m1.png
Bar = 20 µm. Supply wires on this layer in gray.
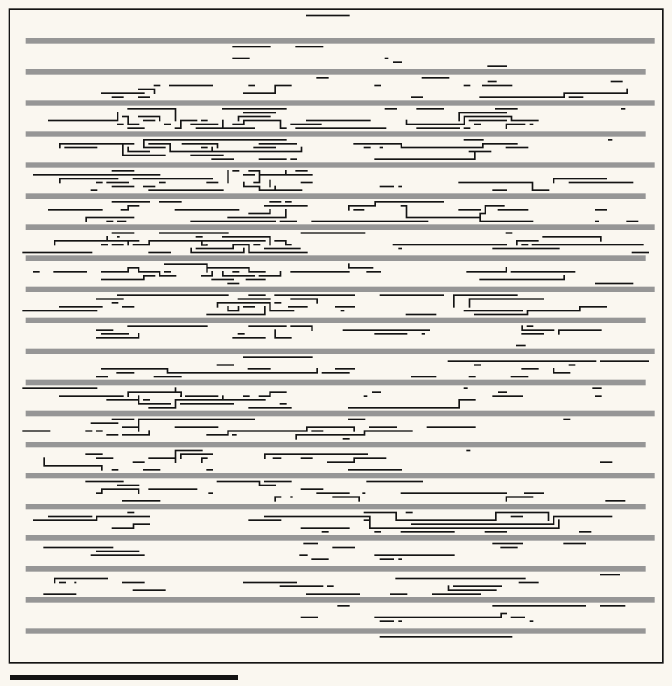
m2.png
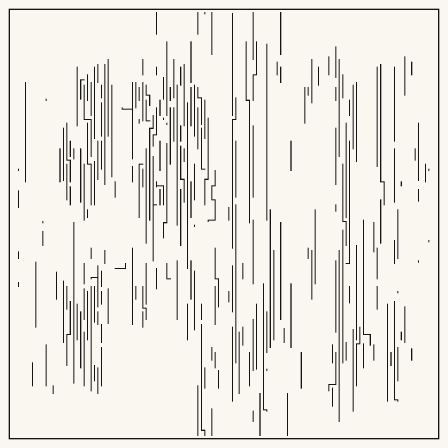
m3.png
Bar = 20 µm. Cells faint in the background.
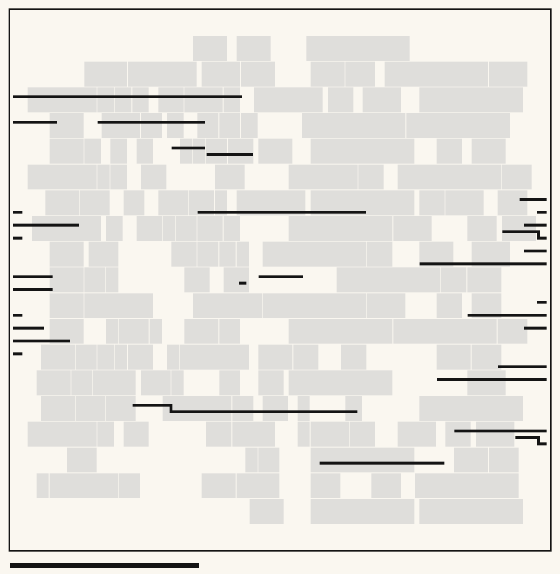
gates.png
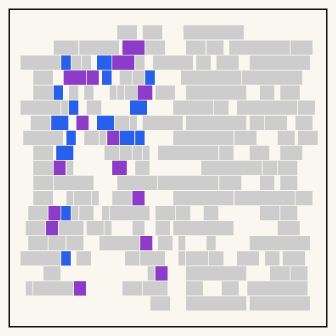
clock_nets.png
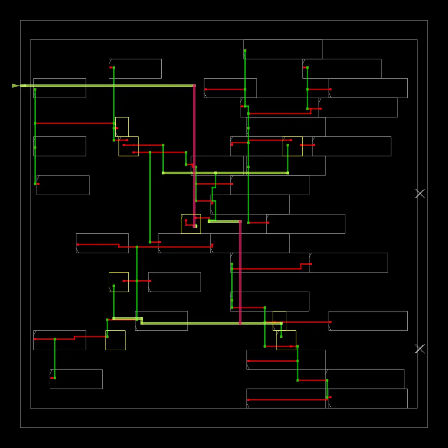
`config.mk`:
```
export PLATFORM = sky130hd
export DESIGN_NAME = sum_result_buffer
export DESIGN_NICKNAME = d
export VERILOG_FILES = /design/src/rtl/alu_pkg.sv /design/src/rtl/sat_narrow.sv /design/src/rtl/sum_result_buffer.sv
export SDC_FILE = /design/constraint.sdc
export NUM_CORES = 1
export LEC_CHECK = 0
export CORE_UTILIZATION = 49
export DETAILED_ROUTE_END_ITERATION = 7
export GPL_TIMING_DRIVEN = 1
export PLACE_DENSITY = 0.79
export SLEW_MARGIN = 25
export SYNTH_ARGS = -nofsm -noshare
export SYNTH_HDL_FRONTEND = slang
export SYNTH_SLANG_ARGS = --single-unit
export TNS_END_PERCENT = 10
```
`constraint.sdc`:
```
create_clock -name clk -period 2.12 [get_ports clk]
set_input_delay 0.424 -clock clk [delete_from_list [all_inputs] [get_ports clk]]
set_output_delay 0.424 -clock clk [all_outputs]
set_load 0.02 [all_outputs]
```
`src/rtl/alu_pkg.sv`:
```
// Constants and signed-range helpers shared by the adder stages and the result buffer.
package alu_pkg;

    localparam int ALU_SIZE = 8;

    // Bit patterns of the extreme w-bit signed values, zero-extended to 64 bits (w <= 64).
    function automatic logic [63:0] smax(input int unsigned w);
        return (64'd1 << (w - 1)) - 64'd1;
    endfunction

    function automatic logic [63:0] smin(input int unsigned w);
        return 64'd1 << (w - 1);
    endfunction

endpackage

```
`src/rtl/sat_narrow.sv`:
```
// Narrows a SIZE+1 bit signed sum to SIZE bits, clamping or truncating out-of-range values.
module sat_narrow
    import alu_pkg::*;
#(
    parameter int SIZE     = ALU_SIZE,
    parameter bit SATURATE = 1'b1
) (
    input  logic [SIZE:0]   sum,
    output logic [SIZE-1:0] data,
    output logic            saturated
);

    localparam logic [SIZE-1:0] MAXV = SIZE'(smax(SIZE));
    localparam logic [SIZE-1:0] MINV = SIZE'(smin(SIZE));

    // The top two bits disagree exactly when the value does not fit in SIZE signed bits.
    assign saturated = sum[SIZE] ^ sum[SIZE-1];

    always_comb begin
        data = sum[SIZE-1:0];
        if (SATURATE && saturated) begin
            data = sum[SIZE] ? MINV : MAXV;
        end
    end

endmodule

```
`src/rtl/sum_result_buffer.sv`:
```
// Two-entry result FIFO behind the signed adder: narrows each sum on push and counts
// entries that saturated or overflowed.
module sum_result_buffer
    import alu_pkg::*;
#(
    parameter int SIZE     = ALU_SIZE,
    parameter bit SATURATE = 1'b1
) (
    input  logic            clk,
    input  logic            reset,
    input  logic            in_valid,
    output logic            in_ready,
    input  logic [SIZE:0]   in_result,
    input  logic            in_overflow,
    output logic            out_valid,
    input  logic            out_ready,
    output logic [SIZE-1:0] out_data,
    output logic            out_overflow,
    output logic            out_saturated,
    input  logic            clear_count,
    output logic [7:0]      ovf_count
);

    logic [SIZE-1:0] data_q [2];
    logic            ovf_q  [2];
    logic            sat_q  [2];

    logic [1:0] count_q, count_d;
    logic       rd_ptr_q, rd_ptr_d;
    logic       wr_ptr_q, wr_ptr_d;
    logic [7:0] ovf_cnt_q, ovf_cnt_d;

    logic [SIZE-1:0] nar_data;
    logic            nar_sat;
    logic            push, pop;

    sat_narrow #(
        .SIZE     (SIZE),
        .SATURATE (SATURATE)
    ) u_narrow (
        .sum       (in_result),
        .data      (nar_data),
        .saturated (nar_sat)
    );

    // Handshake flags come from the occupancy register only, so out_ready never reaches in_ready.
    assign in_ready  = (count_q != 2'd2);
    assign out_valid = (count_q != 2'd0);
    assign push      = in_valid && in_ready;
    assign pop       = out_valid && out_ready;

    assign out_data      = data_q[rd_ptr_q];
    assign out_overflow  = ovf_q[rd_ptr_q];
    assign out_saturated = sat_q[rd_ptr_q];
    assign ovf_count     = ovf_cnt_q;

    always_comb begin
        count_d  = count_q;
        rd_ptr_d = rd_ptr_q;
        wr_ptr_d = wr_ptr_q;
        case ({push, pop})
            2'b10:   count_d = count_q + 2'd1;
            2'b01:   count_d = count_q - 2'd1;
            default: count_d = count_q;
        endcase
        if (push) wr_ptr_d = ~wr_ptr_q;
        if (pop)  rd_ptr_d = ~rd_ptr_q;
    end

    always_comb begin
        ovf_cnt_d = ovf_cnt_q;
        if (clear_count) begin
            ovf_cnt_d = 8'd0;
        end else if (push && (nar_sat || in_overflow) && ovf_cnt_q != 8'hFF) begin
            ovf_cnt_d = ovf_cnt_q + 8'd1;
        end
    end

    always_ff @(posedge clk) begin
        if (reset) begin
            count_q   <= 2'd0;
            rd_ptr_q  <= 1'b0;
            wr_ptr_q  <= 1'b0;
            ovf_cnt_q <= 8'd0;
        end else begin
            count_q   <= count_d;
            rd_ptr_q  <= rd_ptr_d;
            wr_ptr_q  <= wr_ptr_d;
            ovf_cnt_q <= ovf_cnt_d;
        end
    end

    // Payload storage is qualified by occupancy, so it carries no reset.
    always_ff @(posedge clk) begin
        if (push) begin
            data_q[wr_ptr_q] <= nar_data;
            ovf_q[wr_ptr_q]  <= in_overflow;
            sat_q[wr_ptr_q]  <= nar_sat;
        end
    end

endmodule
```
==> Slide: Implementation Results <==
Implementation Results

Layout
  – Final-layout fill cell count: about 220
  – Logic area: 584 µm²
  – Inverter count of the layout excluding clock inverters: 4
  – Utilization after layout: 0.690
  – Share of cell area taken by multi-input logic gates: 0.302
  – Share of layout cells above drive strength 1: 0.211
  – Post-layout nets: 184
  – Non-Clock Buffer Count: just over 40
  – Final-layout clock buffer total: 5
  – Fraction of standard cell area that is sequential: 0.445

Drt
  – DRC viols: 4
  – Metal1 wirelength: between 1000 and 1500 µm
  – Number of routed nets with antenna violations: 0
  – Highest metal layer used by the detailed router: met4
  – WL met3: 197 µm
  – Average wire per cell in the routed design: roughly 15 µm

Clock network
  – Max clock buf depth: 2
  – Total clock buffers created by CTS: 5
  – Root Driver: sky130_fd_sc_hd__clkbuf_4
  – Number of levels in the clock H-tree: 2
  – Clock tree from TritonCTS: built

Status
  – Failing checks: DRC
  – Status: finished, violations left

Pwr
  – Leakage power: 0.760 nW

Final timing
  – Count of endpoints failing hold in the final timing report: 0
  – Unrepaired setup endpoints after global routing: no
  – Transition time of the tightest slew-check pin: 544 ps
  – Period utilisation layout: 0.933
  – Setup Total Neg Slack: 0 ps
  – Min Tclk post-route: 1980 ps

Setup path
  – Worst path cell trace: nand2b_2 > clkdlybuf4s50_1
  – CP top delay family: buffers and inverters
  – Arrival time worst endpoint: 1550 ps
  – Setup slack, reg-to-reg: 370 ps
  – Critical path destination: in_ready
  – Critical path start-end classification: register to primary output
  – Worst reg2reg startpoint: count_q[1]$_SDFFE_PP0P_
  – Top fanout value on the critical path: 5
  – Instance count on the critical path: 2
  – Cell at the slowest stage of the critical path: sky130_fd_sc_hd__clkdlybuf4s50_1

Synthesis
  – Cell with the most instances after synthesis: sky130_fd_sc_hd__edfxtp_1
  – Area fraction in mux cells: 0.0757
  – Cell types occupying the most area after synthesis: sky130_fd_sc_hd__edfxtp_1 40%, sky130_fd_sc_hd__dfxtp_1 17%, sky130_fd_sc_hd__mux2_2 7.6%, sky130_fd_sc_hd__a21o_1 3.5%, sky130_fd_sc_hd__ha_1 3.4%
  – Area fraction in compound gates: 0.104
  – Top-area cell type share of the netlist area: 0.404
  – Most numerous cell types in the synthesized netlist: 20 x sky130_fd_sc_hd__edfxtp_1, 13 x sky130_fd_sc_hd__dfxtp_1, 10 x sky130_fd_sc_hd__mux2_2, 9 x sky130_fd_sc_hd__nor2_1, 7 x sky130_fd_sc_hd__a21o_1
  – Main synth FF type: sky130_fd_sc_hd__edfxtp_1
  – Flops out of synthesis: 33
  – Seq/Total Area, Yosys: 0.579
  – Count of library flops with an enable pin: 20

GRT
  – Gr ovfl total: 0
  – Met2 routing resource usage after global routing: 0.343
  – Largest net degree at the start of global routing: 12
  – Met3 usage: 0.0839
  – Initial antenna violation count: 0
  – Overall Global Routing Usage: 0.201
  – Met1 track demand over resource in global routing: 0.230

Floorplan
  – Count of inserted tapcells: 31
  – Die height: 57.1 µm
  – FP Core Util: 0.530
  – Total number of placement rows: 19

Hold path
  – Hold crit path type: register to register
  – Worst hold path endpoint: rd_ptr_q$_SDFFE_PP0P_

Place
  – DP Cell Count: 189

Flow run
  – Maximum capacitance violations: 0
Notes on m1.png above:
The layer carries 1230 µm of wire. The layer holds 43% of the routed length.

Notes on m2.png above:
The longest straight run is 23.5 µm. The wires run mostly vertical.

Notes on m3.png above:
The layer carries 198 µm of wire. The wires run mostly horizontal. The layer holds 6.9% of the routed length.

Notes on gates.png above:
Blue shows aoi and oai cells, cells 15. Purple shows and/or cells, cells 15.

Notes on clock_nets.png above:
Late-Pin Clk Latency: 340 ps
total number of clock tree sinks: 33

[flip-flops by register name, indices dropped and copies added (netlist names), named ones only]
register   cells
data_q        16
ovf_count      8
count_q        2
ovf_q          2
sat_q          2
rd_ptr_q       1
wr_ptr_q       1
[placed cells by master, fill, tap and decap left out, types with 2 or more instances in the layout]
cell / synthesis / routed
sky130_fd_sc_hd__clkdlybuf4s50_1: 0 / 24
sky130_fd_sc_hd__edfxtp_1: 20 / 20
sky130_fd_sc_hd__dfxtp_1: 13 / 13
sky130_fd_sc_hd__mux2_2: 10 / 10
sky130_fd_sc_hd__dlygate4sd2_1: 0 / 10
sky130_fd_sc_hd__nor2_1: 9 / 9
sky130_fd_sc_hd__a21o_1: 7 / 7
sky130_fd_sc_hd__buf_4: 0 / 7
sky130_fd_sc_hd__a21oi_1: 6 / 6
sky130_fd_sc_hd__clkbuf_4: 0 / 5
sky130_fd_sc_hd__or2_2: 4 / 4
sky130_fd_sc_hd__inv_1: 4 / 4
sky130_fd_sc_hd__nand3_1: 4 / 4
sky130_fd_sc_hd__ha_1: 4 / 4
sky130_fd_sc_hd__nand2_1: 3 / 3
sky130_fd_sc_hd__and3_1: 3 / 3
sky130_fd_sc_hd__and3_4: 3 / 3
sky130_fd_sc_hd__o21ai_0: 3 / 3
sky130_fd_sc_hd__or3_1: 2 / 2
sky130_fd_sc_hd__xor2_1: 2 / 2
sky130_fd_sc_hd__o311ai_0: 2 / 2
sky130_fd_sc_hd__nand4_1: 2 / 2
sky130_fd_sc_hd__xnor2_1: 2 / 2
sky130_fd_sc_hd__clkinv_2: 0 / 2
[power breakdown]
group	total (mW)	leakage, nW	internal [mW]	switching [mW]
combinational	0.696	0.435	0.333	0.363
sequential	0.853	0.294	0.807	0.0461
clock	0.345	0.0310	0.125	0.220
Power and IR drop assume default switching activity.
